`src/rtl/frame_if.sv`:
```
// Output-side bus of frame_tx: one-shot control word plus a valid/ready pixel stream.
// The master drives both qualifiers; the slave supplies backpressure on the pixel stream only.
interface frame_if;
    logic [35:0] control_out_data;
    logic        control_out_valid;
    logic [23:0] video_out_data;
    logic        video_out_valid;
    logic        video_out_ready;

    modport master (
        output control_out_data,
        output control_out_valid,
        output video_out_data,
        output video_out_valid,
        input  video_out_ready
    );

    modport slave (
        input  control_out_data,
        input  control_out_valid,
        input  video_out_data,
        input  video_out_valid,
        output video_out_ready
    );
endinterface

```
`src/rtl/frame_tx.sv`:
```
// Test-pattern frame transmitter: on start emits one control word and then a raster of
// YCbCr pixels, under valid/ready backpressure.
//
// state  | meaning
// IDLE   | waiting for start; config register writable
// CTRL   | control word presented for one cycle
// ACTIVE | pixels presented, scan advances on each transfer
// DONE   | one-cycle frame_done pulse, frame counter advances
module frame_tx #(
    parameter logic [15:0] DEFAULT_WIDTH  = 16'd640,
    parameter logic [15:0] DEFAULT_HEIGHT = 16'd480
) (
    input  logic        clk,
    input  logic        rst,
    input  logic [15:0] cfg_width,
    input  logic [15:0] cfg_height,
    input  logic        cfg_valid,
    input  logic [1:0]  pattern_sel,
    input  logic        start,
    frame_if.master     bus,
    output logic        busy,
    output logic        frame_done
);

    typedef enum logic [1:0] {IDLE, CTRL, ACTIVE, DONE} state_t;

    state_t      state, state_next;
    logic [15:0] cfg_w, cfg_w_next, cfg_h, cfg_h_next;
    logic [15:0] sh_w, sh_w_next, sh_h, sh_h_next;
    logic [1:0]  sh_pat, sh_pat_next;
    logic [15:0] x_cnt, x_next, y_cnt, y_next;
    logic [7:0]  frame_cnt, frame_cnt_next;
    logic [35:0] ctrl_data, ctrl_data_next;
    logic        ctrl_valid, ctrl_valid_next;
    logic [23:0] vid_data, vid_data_next;
    logic        vid_valid, vid_valid_next;
    logic        busy_r, busy_next;
    logic        done_r, done_next;
    logic [15:0] eff_w, eff_h;
    logic        xfer;

    function automatic logic [23:0] pixel(input logic [1:0] pat, input logic [15:0] x,
                                          input logic [15:0] y, input logic [7:0] fc);
        logic [23:0] p;
        case (pat)
            2'd0:    p = {x[7:0], 8'h80, 8'h80};
            2'd1:    p = {y[7:0], 8'h80, 8'h80};
            2'd2:    p = {((x[3] ^ y[3]) ? 8'hEB : 8'h10), 8'h80, 8'h80};
            default: p = {fc, x[7:0], y[7:0]};
        endcase
        return p;
    endfunction

    // Outputs are all decoded into registers here, so ready only reaches flops.
    always_comb begin
        state_next      = state;
        cfg_w_next      = cfg_w;
        cfg_h_next      = cfg_h;
        sh_w_next       = sh_w;
        sh_h_next       = sh_h;
        sh_pat_next     = sh_pat;
        x_next          = x_cnt;
        y_next          = y_cnt;
        frame_cnt_next  = frame_cnt;
        ctrl_data_next  = 36'h0;
        ctrl_valid_next = 1'b0;
        vid_data_next   = vid_data;
        vid_valid_next  = 1'b0;
        busy_next       = 1'b0;
        done_next       = 1'b0;
        eff_w           = cfg_valid ? cfg_width  : cfg_w;
        eff_h           = cfg_valid ? cfg_height : cfg_h;
        xfer            = vid_valid & bus.video_out_ready;

        case (state)
            IDLE: begin
                if (cfg_valid) begin
                    cfg_w_next = cfg_width;
                    cfg_h_next = cfg_height;
                end
                if (start && eff_w != 16'd0 && eff_h != 16'd0) begin
                    state_next      = CTRL;
                    sh_w_next       = eff_w;
                    sh_h_next       = eff_h;
                    sh_pat_next     = pattern_sel;
                    ctrl_valid_next = 1'b1;
                    ctrl_data_next  = {eff_w, eff_h, 4'h0};
                    busy_next       = 1'b1;
                end
            end
            CTRL: begin
                state_next     = ACTIVE;
                x_next         = 16'd0;
                y_next         = 16'd0;
                vid_valid_next = 1'b1;
                vid_data_next  = pixel(sh_pat, 16'd0, 16'd0, frame_cnt);
                busy_next      = 1'b1;
            end
            ACTIVE: begin
                busy_next      = 1'b1;
                vid_valid_next = 1'b1;
                if (xfer) begin
                    if (x_cnt == sh_w - 16'd1) begin
                        x_next = 16'd0;
                        if (y_cnt == sh_h - 16'd1) begin
                            y_next = 16'd0;
                        end else begin
                            y_next = y_cnt + 16'd1;
                        end
                    end else begin
                        x_next = x_cnt + 16'd1;
                    end
                    if (x_cnt == sh_w - 16'd1 && y_cnt == sh_h - 16'd1) begin
                        state_next     = DONE;
                        vid_valid_next = 1'b0;
                        vid_data_next  = 24'h0;
                        done_next      = 1'b1;
                    end else begin
                        vid_data_next = pixel(sh_pat, x_next, y_next, frame_cnt);
                    end
                end
            end
            DONE: begin
                state_next     = IDLE;
                frame_cnt_next = frame_cnt + 8'd1;
            end
            default: state_next = IDLE;
        endcase
    end

    always_ff @(posedge clk) begin
        if (rst) begin
            state      <= IDLE;
            cfg_w      <= DEFAULT_WIDTH;
            cfg_h      <= DEFAULT_HEIGHT;
            sh_w       <= 16'd0;
            sh_h       <= 16'd0;
            sh_pat     <= 2'd0;
            x_cnt      <= 16'd0;
            y_cnt      <= 16'd0;
            frame_cnt  <= 8'd0;
            ctrl_data  <= 36'h0;
            ctrl_valid <= 1'b0;
            vid_data   <= 24'h0;
            vid_valid  <= 1'b0;
            busy_r     <= 1'b0;
            done_r     <= 1'b0;
        end else begin
            state      <= state_next;
            cfg_w      <= cfg_w_next;
            cfg_h      <= cfg_h_next;
            sh_w       <= sh_w_next;
            sh_h       <= sh_h_next;
            sh_pat     <= sh_pat_next;
            x_cnt      <= x_next;
            y_cnt      <= y_next;
            frame_cnt  <= frame_cnt_next;
            ctrl_data  <= ctrl_data_next;
            ctrl_valid <= ctrl_valid_next;
            vid_data   <= vid_data_next;
            vid_valid  <= vid_valid_next;
            busy_r     <= busy_next;
            done_r     <= done_next;
        end
    end

    assign bus.control_out_data  = ctrl_data;
    assign bus.control_out_valid = ctrl_valid;
    assign bus.video_out_data    = vid_data;
    assign bus.video_out_valid   = vid_valid;
    assign busy                  = busy_r;
    assign frame_done            = done_r;

endmodule

```
`src/flat_wrapper.sv`:
```
// flat-port wrapper written by rule: the top's interface ports become plain ports
module frame_tx_flat 
#(
    parameter logic [15:0] DEFAULT_WIDTH  = 16'd640,
    parameter logic [15:0] DEFAULT_HEIGHT = 16'd480
)
  (clk, rst, cfg_width, cfg_height, cfg_valid, pattern_sel, start, busy, frame_done, bus_control_out_data, bus_control_out_valid, bus_video_out_data, bus_video_out_valid, bus_video_out_ready);
  frame_if bus_i ();
  input  logic clk;
  input  logic rst;
  input  logic [15:0] cfg_width;
  input  logic [15:0] cfg_height;
  input  logic cfg_valid;
  input  logic [1:0] pattern_sel;
  input  logic start;
  output logic busy;
  output logic frame_done;
  output wire logic [$bits(bus_i.control_out_data)-1:0] bus_control_out_data;
  output wire logic [$bits(bus_i.control_out_valid)-1:0] bus_control_out_valid;
  output wire logic [$bits(bus_i.video_out_data)-1:0] bus_video_out_data;
  output wire logic [$bits(bus_i.video_out_valid)-1:0] bus_video_out_valid;
  input wire logic [$bits(bus_i.video_out_ready)-1:0] bus_video_out_ready;
  assign bus_control_out_data = bus_i.control_out_data;
  assign bus_control_out_valid = bus_i.control_out_valid;
  assign bus_video_out_data = bus_i.video_out_data;
  assign bus_video_out_valid = bus_i.video_out_valid;
  assign bus_i.video_out_ready = bus_video_out_ready;
  frame_tx #(.DEFAULT_WIDTH(DEFAULT_WIDTH), .DEFAULT_HEIGHT(DEFAULT_HEIGHT)) u_core (.clk(clk), .rst(rst), .cfg_width(cfg_width), .cfg_height(cfg_height), .cfg_valid(cfg_valid), .pattern_sel(pattern_sel), .start(start), .bus(bus_i), .busy(busy), .frame_done(frame_done));
endmodule
```
`config.mk`:
```
export PLATFORM = sky130hd
export DESIGN_NAME = frame_tx_flat
export DESIGN_NICKNAME = d
export VERILOG_FILES = /design/src/rtl/frame_if.sv /design/src/rtl/frame_tx.sv /design/src/flat_wrapper.sv
export SDC_FILE = /design/constraint.sdc
export NUM_CORES = 1
export LEC_CHECK = 0
export CORE_MARGIN = 10
export CORE_UTILIZATION = 38
export DETAILED_ROUTE_END_ITERATION = 16
export MAX_ROUTING_LAYER = met4
export PLACE_DENSITY = 0.61
export SLEW_MARGIN = 5
export SYNTH_ARGS = -nofsm -noshare
export SYNTH_HDL_FRONTEND = slang
export SYNTH_SLANG_ARGS = --single-unit
```
`constraint.sdc`:
```
create_clock -name clk -period 10 [get_ports clk]
set_input_delay 1.5 -clock clk [delete_from_list [all_inputs] [get_ports clk]]
set_output_delay 1.5 -clock clk [all_outputs]
set_load 0.02 [all_outputs]
```
Fig. 1: signal wires on met2
Bar = 50 µm.
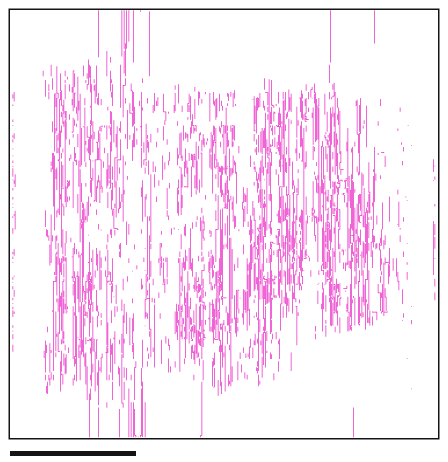
The longest straight run is 47.9 µm. 919 nets have wire on it. The layer holds 42% of the routed length.

Fig. 2: wiring by layer
Only two layers are drawn.
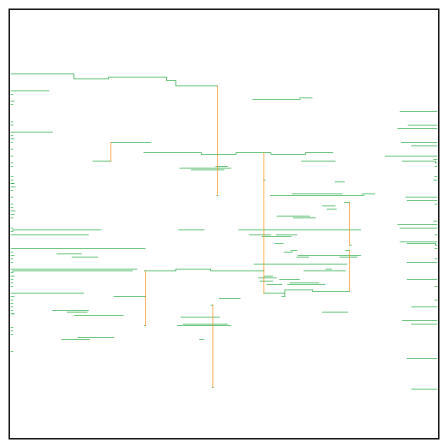
M4: drawn in orange, wire length 195 µm. M3: drawn in green, wire length 1450 µm.

Fig. 3: nets reached from selected ports
Bar = 50 µm.
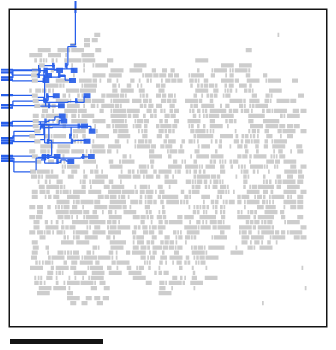
cfg_width: drawn in blue, bits 16, direction input, edge 15 left, 1 top, end cells 36, buffers 16, wire 616 µm.

==> impl_metrics.json <==
{
  "status": "completed",
  "synth-main-ff-cell": "dfxtp_1",
  "numSynthFlops": 168,
  "io_buffer_count": 98,
  "cts_inserted_buffers": 17,
  "worstPathArrival_ps": 4370,
  "ios": 103,
  "wl_per_cell_um": 17.0,
  "worst_setup_path_end_kind": "flip-flop",
  "top_area_share_pct": 39.4,
  "htreeDepth": 4,
  "final_cell_mix": "dfxtp_1, nor2_1, nand2_1, clkdlybuf4s50_1, a21oi_1",
  "ys_seq_share_pct": 39.4,
  "hold_ws_ps": 459,
  "power_density_nw_per_um2": 228,
  "ys_warn_count": 0,
  "core_area_um2": 22000,
  "cts_buffer_depth": 2,
  "die_area_um2": 28800,
  "finalHoldViolCount": 0,
  "fin_area_um2": 10200,
  "synthXorXnorAreaFrac_pct": 5.85,
  "r2r_slack_ps": 5930,
  "worst_slew_pin_slew_ps": 1110,
  "cp_slowest_cell": "nor4_1",
  "grtUsageMet3_pct": 4.19,
  "lay_top_count": "dfxtp_1",
  "grt_start_max_net_pins": 77,
  "cp_cell_sequence": "inv_1, ha_1, or4b_1, nor4_1, xnor2_1, nor4_1, nand3_1, a221oi_2, a211oi_4, a311oi_1, a211oi_1",
  "synth.area.top_cells": "dfxtp_1, nor2_1, nand2_1",
  "postSynth.asyncResetShare_pct": 0,
  "simple_gate_share_pct": 27.1,
  "path_delay_family": "simple AND/OR/NAND/NOR gates",
  "grt_pass1_wl_mm": 38.1,
  "drtIter0Drc": 512,
  "layout-area-overhead-vs-synth_pct": 19.6,
  "yosysTopAreaCell": "dfxtp_1",
  "timing.final.ws_setup_ps": 5930,
  "ys_sh_aoi_pct": 16.9,
  "top_layer": "met4",
  "mux_share_pct": 4.59,
  "hp-class": "flip-flop to flip-flop",
  "irDropWorstVdd_uv": 121,
  "met1_usage_pct": 23.6,
  "drv_slew": 0,
  "place_hpwl_mm": 17.3,
  "cp_common_cell": "nor4_1",
  "reg2reg_from": "u_core.sh_w[0]",
  "met2_usage_pct": 23.5,
  "cts_setup_buffers": 0,
  "clkLatencyLatePin_ps": 440,
  "drt_first_pass_iters": 5,
  "rows": 54,
  "syn_area_um2": 8530,
  "ys_area_um2": 8530,
  "clock.fmax_mhz": 245,
  "nets": 1147,
  "power_w": 0.00233,
  "warning_count": 31,
  "critPathKind": "flip-flop to flip-flop",
  "yosys_cells": 1038,
  "stdcell_count": 1390,
  "finalCritPeriodShare_pct": 40.8,
  "wl_met3_mm": 1.45,
  "relSlewSlack_pct": 26.1,
  "crit_path_start_kind": "flip-flop"
}
[layout make-up]
cell class / instances / area, µm² / area share [%]
timing repair buffer: 104 / 1020 / 9.98
multi-input combinational: 792 / 4800 / 47.1
inverter: 14 / 52.6 / 0.515
tap: 280 / 350 / 3.43
sequential: 168 / 3360 / 33.0
clock buffer: 18 / 439 / 4.30
clock inverter: 14 / 178 / 1.74
[power by group]
part / internal (W) / total, W / switching, W / leakage, nW
logic: 0.000318 / 0.000792 / 0.000474 / 2.08
clock network: 0.000347 / 0.000674 / 0.000327 / 0.300
registers: 0.000759 / 0.000859 / 0.000100 / 1.37
total: 0.00142 / 0.00233 / 0.000902 / 3.75
No activity file was given, so power comes from the tool's default toggle rates.
